===== src/rtl/tap_delay_line_ctrl_pkg.sv =====
// Shared mode encodings and fill-counter sizing for the tapped delay line.
// Imported by the interface, the tap register and the top level.
package tap_delay_line_ctrl_pkg;

  typedef enum logic [1:0] {
    MODE_SHIFT = 2'b00,
    MODE_LOAD  = 2'b01,
    MODE_FLUSH = 2'b10,
    MODE_HOLD  = 2'b11
  } mode_e;

  // Counter must represent 0..length inclusive.
  function automatic int cnt_width(input int length);
    return $clog2(length + 1);
  endfunction

endpackage


===== src/rtl/tap_delay_line_ctrl_if.sv =====
// Request/response bundle of the delay line: master drives the update request,
// slave (the delay line) returns tap contents, enables and fill status.
interface tap_delay_line_ctrl_if
  import tap_delay_line_ctrl_pkg::*;
#(
  parameter int LENGTH = 16,
  parameter int WIDTH  = 8,
  parameter int CNT_W  = cnt_width(LENGTH)
);

  logic                    in_valid;
  logic [1:0]              mode;
  logic [WIDTH-1:0]        in_sample;
  logic [LENGTH*WIDTH-1:0] load_vec;
  logic [LENGTH-1:0]       freeze_mask;
  logic [LENGTH*WIDTH-1:0] taps_out;
  logic [LENGTH-1:0]       tap_en;
  logic [CNT_W-1:0]        fill_cnt;
  logic                    full;
  logic                    out_valid;

  modport master (
    output in_valid, mode, in_sample, load_vec, freeze_mask,
    input  taps_out, tap_en, fill_cnt, full, out_valid
  );

  modport slave (
    input  in_valid, mode, in_sample, load_vec, freeze_mask,
    output taps_out, tap_en, fill_cnt, full, out_valid
  );

endinterface


===== src/rtl/tap_delay_line_ctrl_delay.sv =====
// Enabled N-stage delay of a WIDTH-bit sample; one stage per enabled clock.
// Latency N enabled cycles; holds all stages while i_en is low.
module DelayNUnit_en #(
  parameter int WIDTH = 8,
  parameter int N     = 1
) (
  input  logic             clk,
  input  logic             reset,
  input  logic             i_en,
  input  logic [WIDTH-1:0] i_dat,
  output logic [WIDTH-1:0] o_dat
);

  logic [WIDTH-1:0] r_pipe [N];

  always_ff @(posedge clk) begin
    if (!reset) begin
      for (int i = 0; i < N; i++) r_pipe[i] <= '0;
    end else if (i_en) begin
      r_pipe[0] <= i_dat;
      for (int i = 1; i < N; i++) r_pipe[i] <= r_pipe[i-1];
    end
  end

  assign o_dat = r_pipe[N-1];

endmodule


===== src/rtl/tap_delay_line_ctrl.sv =====
// Tapped delay line holding the filter regressor: shift, load, flush or hold.
// Latency 1 cycle, accepts every cycle; fill counter, full and out_valid strobe.
module tap_delay_line_ctrl
  import tap_delay_line_ctrl_pkg::*;
#(
  parameter int LENGTH = 16,
  parameter int WIDTH  = 8,
  parameter int CNT_W  = cnt_width(LENGTH)
) (
  input  logic                 clk,
  input  logic                 reset,
  tap_delay_line_ctrl_if.slave bus
);

  localparam logic [CNT_W-1:0] FULL_CNT = CNT_W'(LENGTH);

  logic                    w_accept;
  logic [LENGTH-1:0]       w_tap_en;
  logic [WIDTH-1:0]        w_shift_src [LENGTH];
  logic [WIDTH-1:0]        w_tap_d     [LENGTH];
  logic [WIDTH-1:0]        w_tap_q     [LENGTH];
  logic [LENGTH*WIDTH-1:0] w_taps_out;
  logic [CNT_W-1:0]        w_fill_nxt;
  logic [CNT_W-1:0]        r_fill_cnt;
  logic                    r_full;
  logic                    r_out_valid;

  assign w_accept = bus.in_valid && (bus.mode != MODE_HOLD);

  // Flush clears every tap regardless of the freeze mask.
  always_comb begin
    w_tap_en = '0;
    if (w_accept) begin
      if (bus.mode == MODE_FLUSH) w_tap_en = '1;
      else                        w_tap_en = ~bus.freeze_mask;
    end
  end

  genvar k;
  for (k = 0; k < LENGTH; k++) begin : g_tap
    if (k == 0) begin : g_head
      assign w_shift_src[k] = bus.in_sample;
    end else begin : g_body
      // Feed from the neighbour's register even when that neighbour is frozen.
      assign w_shift_src[k] = w_tap_q[k-1];
    end

    always_comb begin
      w_tap_d[k] = '0;
      case (mode_e'(bus.mode))
        MODE_SHIFT: w_tap_d[k] = w_shift_src[k];
        MODE_LOAD:  w_tap_d[k] = bus.load_vec[WIDTH*k +: WIDTH];
        default:    w_tap_d[k] = '0;
      endcase
    end

    DelayNUnit_en #(
      .WIDTH (WIDTH),
      .N     (1)
    ) u_tap (
      .clk   (clk),
      .reset (reset),
      .i_en  (w_tap_en[k]),
      .i_dat (w_tap_d[k]),
      .o_dat (w_tap_q[k])
    );
  end

  always_comb begin
    w_taps_out = '0;
    for (int i = 0; i < LENGTH; i++) w_taps_out[WIDTH*i +: WIDTH] = w_tap_q[i];
  end

  always_comb begin
    w_fill_nxt = r_fill_cnt;
    if (w_accept) begin
      case (mode_e'(bus.mode))
        MODE_SHIFT: w_fill_nxt = (r_fill_cnt == FULL_CNT) ? FULL_CNT : r_fill_cnt + 1'b1;
        MODE_LOAD:  w_fill_nxt = FULL_CNT;
        MODE_FLUSH: w_fill_nxt = '0;
        default:    w_fill_nxt = r_fill_cnt;
      endcase
    end
  end

  always_ff @(posedge clk) begin
    if (!reset) begin
      r_fill_cnt  <= '0;
      r_full      <= 1'b0;
      r_out_valid <= 1'b0;
    end else begin
      r_fill_cnt  <= w_fill_nxt;
      r_full      <= (w_fill_nxt == FULL_CNT);
      r_out_valid <= w_accept;
    end
  end

  assign bus.taps_out  = w_taps_out;
  assign bus.tap_en    = w_tap_en;
  assign bus.fill_cnt  = r_fill_cnt;
  assign bus.full      = r_full;
  assign bus.out_valid = r_out_valid;

endmodule

===== src/flat_wrapper.sv =====
// flat-port wrapper written by rule: the top's interface ports become plain ports
module tap_delay_line_ctrl_flat import tap_delay_line_ctrl_pkg::*;
#(
  parameter int LENGTH = 16,
  parameter int WIDTH  = 8,
  parameter int CNT_W  = cnt_width(LENGTH)
)
  (clk, reset, bus_in_valid, bus_mode, bus_in_sample, bus_load_vec, bus_freeze_mask, bus_taps_out, bus_tap_en, bus_fill_cnt, bus_full, bus_out_valid);
  tap_delay_line_ctrl_if #(.LENGTH(LENGTH), .WIDTH(WIDTH), .CNT_W(CNT_W)) bus_i ();
  input  logic clk;
  input  logic reset;
  input wire logic [$bits(bus_i.in_valid)-1:0] bus_in_valid;
  input wire logic [$bits(bus_i.mode)-1:0] bus_mode;
  input wire logic [$bits(bus_i.in_sample)-1:0] bus_in_sample;
  input wire logic [$bits(bus_i.load_vec)-1:0] bus_load_vec;
  input wire logic [$bits(bus_i.freeze_mask)-1:0] bus_freeze_mask;
  output wire logic [$bits(bus_i.taps_out)-1:0] bus_taps_out;
  output wire logic [$bits(bus_i.tap_en)-1:0] bus_tap_en;
  output wire logic [$bits(bus_i.fill_cnt)-1:0] bus_fill_cnt;
  output wire logic [$bits(bus_i.full)-1:0] bus_full;
  output wire logic [$bits(bus_i.out_valid)-1:0] bus_out_valid;
  assign bus_i.in_valid = bus_in_valid;
  assign bus_i.mode = bus_mode;
  assign bus_i.in_sample = bus_in_sample;
  assign bus_i.load_vec = bus_load_vec;
  assign bus_i.freeze_mask = bus_freeze_mask;
  assign bus_taps_out = bus_i.taps_out;
  assign bus_tap_en = bus_i.tap_en;
  assign bus_fill_cnt = bus_i.fill_cnt;
  assign bus_full = bus_i.full;
  assign bus_out_valid = bus_i.out_valid;
  tap_delay_line_ctrl #(.LENGTH(LENGTH), .WIDTH(WIDTH), .CNT_W(CNT_W)) u_core (.clk(clk), .reset(reset), .bus(bus_i));
endmodule

===== config.mk =====
export PLATFORM = sky130hd
export DESIGN_NAME = tap_delay_line_ctrl_flat
export DESIGN_NICKNAME = d
export VERILOG_FILES = /design/src/rtl/tap_delay_line_ctrl_pkg.sv /design/src/rtl/tap_delay_line_ctrl_if.sv /design/src/rtl/tap_delay_line_ctrl_delay.sv /design/src/rtl/tap_delay_line_ctrl.sv /design/src/flat_wrapper.sv
export SDC_FILE = /design/constraint.sdc
export NUM_CORES = 1
export LEC_CHECK = 0
export ABC_CLOCK_PERIOD_IN_PS = 2380
export CAP_MARGIN = 10
export CORE_ASPECT_RATIO = 0.8
export CORE_UTILIZATION = 42
export CTS_CLUSTER_DIAMETER = 50
export DETAILED_ROUTE_END_ITERATION = 10
export PLACE_DENSITY = 0.8
export SLEW_MARGIN = 20
export SYNTH_ARGS = -nofsm -noshare
export SYNTH_HDL_FRONTEND = slang
export SYNTH_SLANG_ARGS = --single-unit

===== constraint.sdc =====
create_clock -name clk -period 2.38 [get_ports clk]
set_clock_uncertainty 0.1 [all_clocks]
set_input_delay 0.357 -clock clk [delete_from_list [all_inputs] [get_ports clk]]
set_output_delay 0.357 -clock clk [all_outputs]
set_load 0.005 [all_outputs]

Fig. 1: run 1, clock wiring as the flow saved it
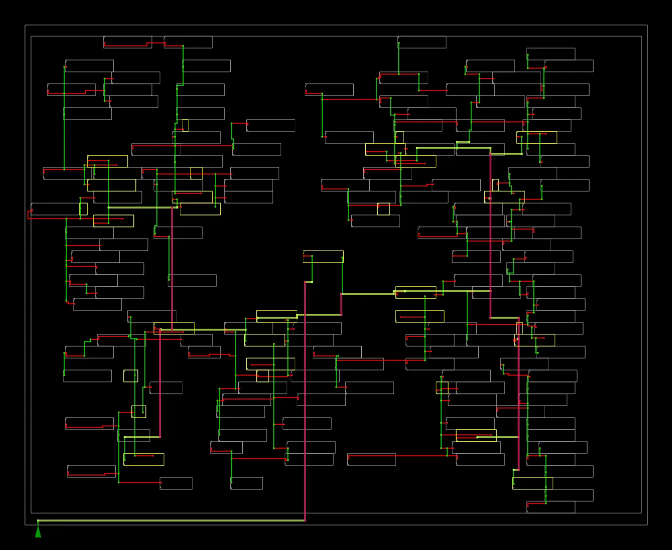
Clk. pwr: 2.63 mW
clk latency late pin: 0.42 ns
FFs & Latches: 135
Num CTS Buffers: 17
# clk buffers: 18

Fig. 2: run 1, the metal 3 layer
Cells faint in the background.
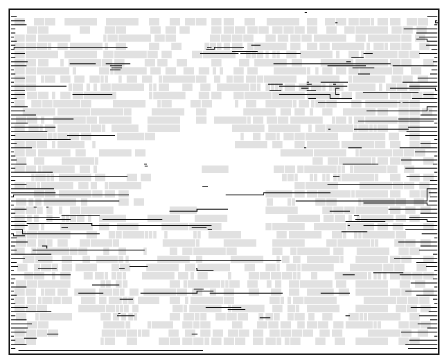
The layer holds 9.5% of the routed length. The longest straight run is 80.5 um. The wires run mostly horizontal. The layer carries 2100 um of wire. 217 nets have wire on it.
vias: 5441
GR Util met3: 0.0878
drt total wl: 22000 um

Fig. 3: run 1, clock wires, drivers and flops
Scale bar: 50 um.
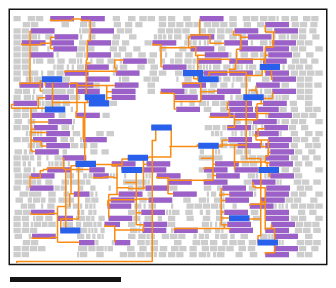
Purple stands for flip-flops, count 135. Orange stands for clock wires, length 1700 um. Blue stands for clock drivers, count 17.
There are 18 routed clock nets. Position of the flops: all over the die.
Clock power frac: 0.401

==> ci_impl_report.md, run 1 <==
## PnR job results

| Metric | Value |
|---|---|
| Setup slack after layout | `0.101 ns` |
| Final non-clock buffer share | `0.308` |
| Startpoint Class | `primary input` |
| Hold path startpoint | `bus_mode[0]` |
| Outcome | `completed` |
| Total die size | `approximately 16000 um2` |
| Average instance area after synthesis | `approximately 12 um2` |
| Inverters | `6` |
| Max Fclk | `around 0.44 GHz` |
| Min Hold Slack | `0.450 ns` |
| Dominant class by area | `flip-flops and latches` |
| Detailed placement HPWL | `16600 um` |
| Crit-path slowest cell | `clkdlybuf4s50_1` |
| Final Cycle Share | `0.958` |
| Total power | `around 6.6 mW` |
| Area after DPL | `around 9800 um2` |
| Non-clock buffers | `between 300 and 400` |
| Main synth FF type | `edfxtp_1` |
| Max-slew headroom | `0.557` |
| Combinational Gates | `around 340` |
| Final cell count without fillers | `approximately 1.0k` |
| Logic area | `approximately 2300 um2` |
| Via density | `about 5.2` |
| Pre-Place Util | `0.435` |
| Fin crit period | `~2.3 ns` |
| Synth-to-Final Area Change | `57.2%` |
| Die y size | `114 um` |
| Critical Path AT | `1.82 ns` |
| Worst Setup End Kind | `output port` |
| Number of core rows | `~40` |
| Sequential cell area share | `0.384` |
| CTS Sinks | `roughly 140` |
## run 1: power by group
part | total, mW | internal (mW) | leakage, nW | switching, mW
registers | 2.86 | 2.76 | 1.43 | 0.101
logic | 1.06 | 0.643 | 2.37 | 0.419
clock network | 2.63 | 1.63 | 0.274 | 0.996
## run 1: cell families after synthesis
family | share of synthesized area
buffers and inverters | 0.0490
and+or+nand+nor | 0.124
adders and majority gates | 0.00380
DFF | 0.604
AOI/OAI and AO/OA | 0.0230
muxes | 0.196
## run 1: state kept, by name, indices dropped and copies added (netlist names)
name                       cells
u_core.bus.fill_cnt            5
u_core.bus.full                1
u_core.bus.out_valid           1
u_core.g_tap.u_tap.r_pipe    128
## run 1: layer usage
metal,track usage,part of all wire
met2,0.498,0.52
met3,0.0878,0.095
met1,0.286,0.36
met4,0.122,0.026
met5,0,0
Fig. 4: run 1, wire density map
Scale bar: 50 um. 28 x 23 tiles, from white (low) to dark blue (high), scaled to the fullest tile. Values are wire area over tile area, all layers added.
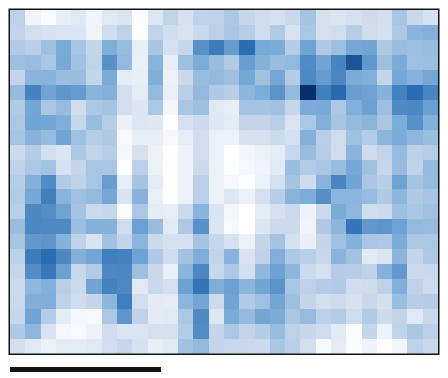

==> run 2: changes to the inputs <==
Settings changed: CORE_AREA set to 2 2 120 122, CORE_ASPECT_RATIO 0.8 to unset, CORE_UTILIZATION 42 to unset, DIE_AREA set to 0 0 122 124, DONT_BUFFER_PORTS set to 1, PLACE_DENSITY 0.8 to 0.61, RECOVER_POWER set to 25, TNS_END_PERCENT set to 20.
Fig. 5: run 2, wire density map
Scale bar: 20 um. 24 x 25 tiles, from white (low) to dark blue (high), scaled to the fullest tile. Values are wire area over tile area, all layers added.
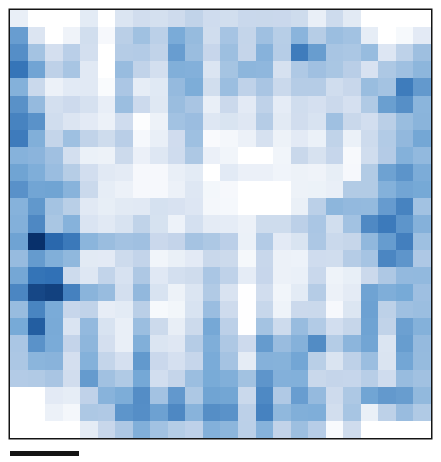
6.2% of the tiles are nearly empty. The emptiest ninth of the die: center. The mean over all tiles is 0.19.
vias: 4004
wire per inst: 25.1 um
drt total wl: 17500 um
gr usage total: 0.227

==> run 2 against run 1 <==
Sequential share of layout area up 18 points; clock power down 4%; utilization down 16 points; via count down 26%; critical path type is now flop to flop; largest power group unchanged; highest routed layer unchanged.
==> ci_impl_report.md, run 2 <==
## PnR job results

| Metric | Value |
|---|---|
| Outcome | `completed` |
| Combinational Gates | `around 340` |
| Final non-clock buffer share | `0.00352` |
| Critical Path AT | `between 2 and 2.5 ns` |
| Fa+ha+maj area frac | `0.00380` |
| Mux share | `0.196` |
| Hold path startpoint | `bus_load_vec[47]` |
| Top reg by flops | `u_core.g_tap.u_tap.r_pipe` |
| Crit-path slowest cell | `dfxtp_1` |
| Pre-Place Util | `0.481` |
| Die y size | `about 120 um` |
| Max Fclk | `just over 0.5 GHz` |
| Via density | `5.75` |
| Sequential cell area share | `0.560` |
| Compound Share, Synth | `0.0230` |
| Worst Setup End Kind | `flop` |
| CTS Sinks | `~140` |
| Dominant class by area | `flip-flops and latches` |
| FFs & Latches | `between 100 and 150` |
| Logic area | `2290 um2` |
| Post-Synth Simple-Gate Area | `0.124` |
## run 2: layer usage
| layer | share of wire | up-vias | track usage |
|---|---|---|---|
| met3 | 0.11 | 19 | 0.109 |
| met5 | 0 | - | 0 |
| met1 | 0.36 | 1924 | 0.245 |
| li1 | - | 1832 | - |
| met2 | 0.51 | 229 | 0.392 |
| met4 | 0.015 | 0 | 0.0805 |
## run 2: report_power, final
part / internal [mW] / switching, mW / total (mW) / leakage, nW
clock network: 1.59 / 0.939 / 2.53 / 0.275
registers: 2.77 / 0.139 / 2.90 / 1.43
logic: 0.146 / 0.192 / 0.338 / 1.14
total: 4.50 / 1.27 / 5.77 / 2.84
## run 2: timing repair
action / CTS / global route
hold endpoints to repair: 3 / 0
gates resized: 0 / 0
hold buffers: 1 / 0
endpoints found under the setup margin: 0 / 0
Fig. 6: run 2, clock wiring as the flow saved it
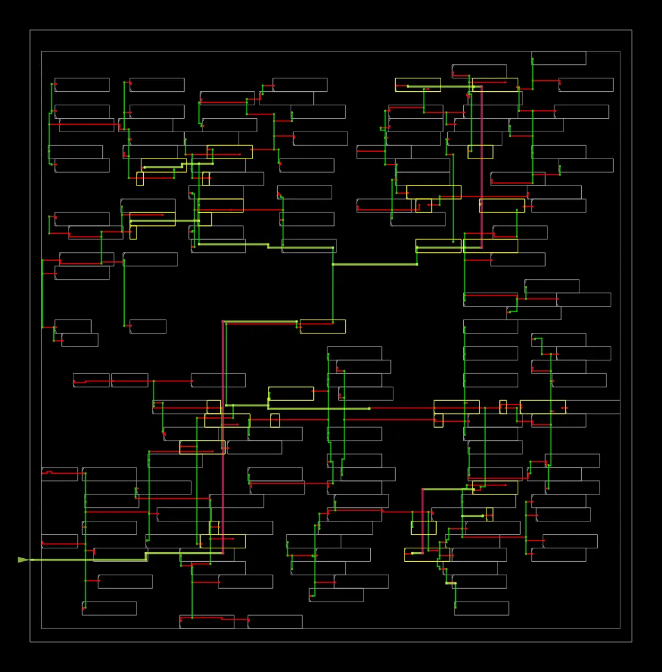

==> run 3: changes to the inputs <==
Settings changed: ABC_CLOCK_PERIOD_IN_PS 2380 to 1700, PLACE_DENSITY 0.61 to 0.63.
Clock period 2.38 ns to 1.7 ns, I/O delays scaled along.
Fig. 7: run 3, clock wiring as the flow saved it
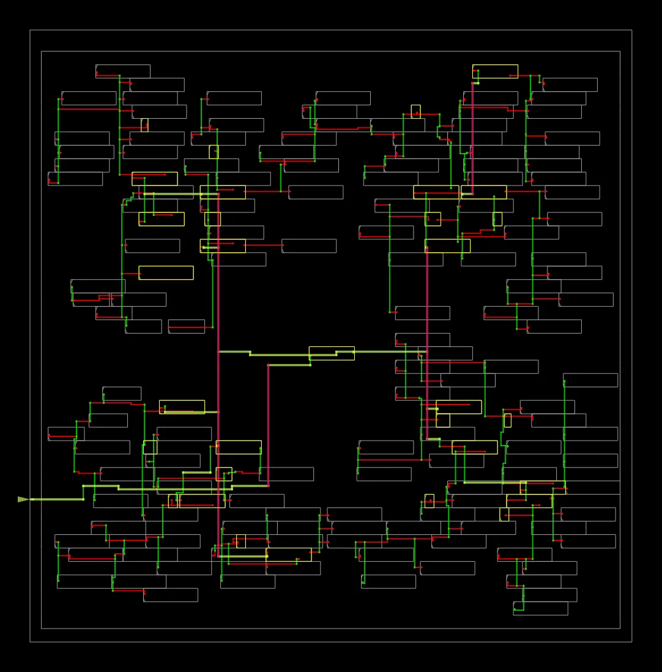
clk latency late pin: 0.41 ns
Clk. pwr: 3.35 mW
CTS Sinks: 135

==> run 3 against run 2 <==
The run now ends with setup timing left; sequential share of layout area fell by 8.1 points; register-to-register slack got worse by 0.45 ns; utilization rose by 8.8 points; sequential power rose by about 40%; non-clock buffer count rose by 125; cell count rose by 18%; flip-flop count did not move; largest cell class unchanged; largest power group unchanged.
==> ci_impl_report.md, run 3 <==
## PnR job results

| Metric | Value |
|---|---|
| Outcome | `finished, violations left` |
| Failing checks | `setup timing` |
| Yosys xor share | `0` |
| Met2 WL | `between 9000 and 10000 um` |
| Setup violations, final | `1` |
| Mux share | `0.196` |
| Gr usage total | `0.231` |
| Switching pwr | `between 1.5 and 2 mW` |
| Max Fclk | `0.579 GHz` |
| Total die size | `15100 um2` |
| WL met1 | `about 6300 um` |
| Pre-Place Util | `0.481` |
| Number of core rows | `43` |
| Comb power frac | `0.093` |
| Hold path startpoint | `bus_load_vec[40]` |
| Via density | `~5.6` |
| GR Layer Usage met1 | `0.254` |
| Num CTS Buffers | `17` |
| Post-Synth Simple-Gate Area | `0.124` |
| Min Hold Slack | `about 0.0014 ns` |
| Detailed placement HPWL | `roughly 13000 um` |
| Drt total wl | `approximately 18000 um` |
| Max-slew headroom | `0.482` |
| Max reg flops | `~130` |
| Main synth FF type | `edfxtp_1` |
| Crit-path slowest cell | `or3_4` |
| Switching Share | `0.232` |
| Fa+ha+maj area frac | `0.00380` |
| Compound Share, Synth | `0.0230` |
| Fin crit period | `about 1.7 ns` |
| Area after DPL | `6790 um2` |
| Critical Path AT | `around 2.0 ns` |
| Setup slack after layout | `-0.0281 ns` |
| Top reg by flops | `u_core.g_tap.u_tap.r_pipe` |
| Met3 Wirelength | `approximately 2100 um` |
| Final Cycle Share | `1.02` |
| Uppermost layer routed | `met4` |
| Top Usage Layer GRT | `met2` |
| Average instance area after synthesis | `roughly 12 um2` |
| Wire per inst | `around 22 um` |
-- run 3: power by group through the flow --
stage | registers (mW) | clock network (mW) | logic [mW]
2_1_floorplan | 4.04 | 0 | 0.490
3_3_place_gp | 4.13 | 0 | 0.542
3_5_place_dp | 4.13 | 0 | 0.556
4_1_cts | 4.06 | 3.39 | 0.751
5_1_grt | 4.08 | 3.53 | 0.819
6_report | 4.06 | 3.35 | 0.760
-- run 3: layout make-up --
cell class                      count  area (um2)
Clock buffer                       18         429
Clock inverter                     14         110
Fill cell                        1097        5400
Inverter                            6        22.5
Multi-Input combinational cell    340        2300
Sequential cell                   135        3990
Tap cell                          180         225
Timing Repair Buffer              128        1240
-- run 3: repair_timing --
action	CTS	global route
resized	2	1
endpoints found under the hold margin	90	1
buffers inserted	0	0
hold buffers	97	1
endpoints found under the setup margin	1	1

==> gallery <==
Layout detail.
picture 1
Region (51, 37) to (91, 77) um. Cells in gray, sequential cells in the stronger gray; small squares are vias.
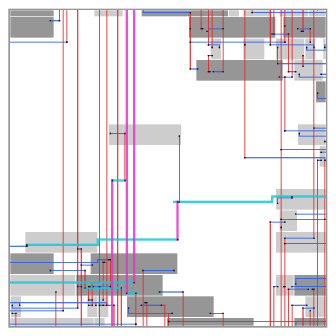
picture 2
Region (41, 42) to (81, 82) um. Cells in gray, sequential cells in the stronger gray; small squares are vias.
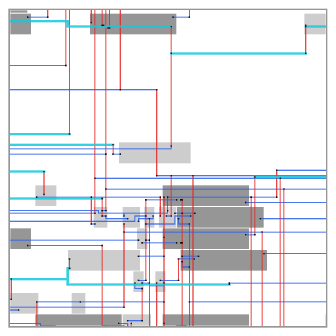
picture 3
Region (41, 42) to (81, 82) um. Cells in gray, sequential cells in the stronger gray; small squares are vias.
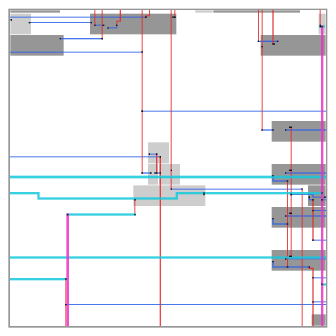
Run 1 is picture 1.
Run 3 is picture 3.
Run 2 is picture 2.

Key to picture 2:
Blue stands for metal 1. Red stands for metal 2. Cyan stands for metal 3.
19 logic cells have their middle in the window. Sequential cells in the window: 7. Most frequent: edfxtp_1 (7), nor2_1 (4), clkbuf_16 (2). Netlist names of flops here include u_core.g_tap.u_tap.r_pipe (7).

Power is estimated from default activity; no workload was simulated.
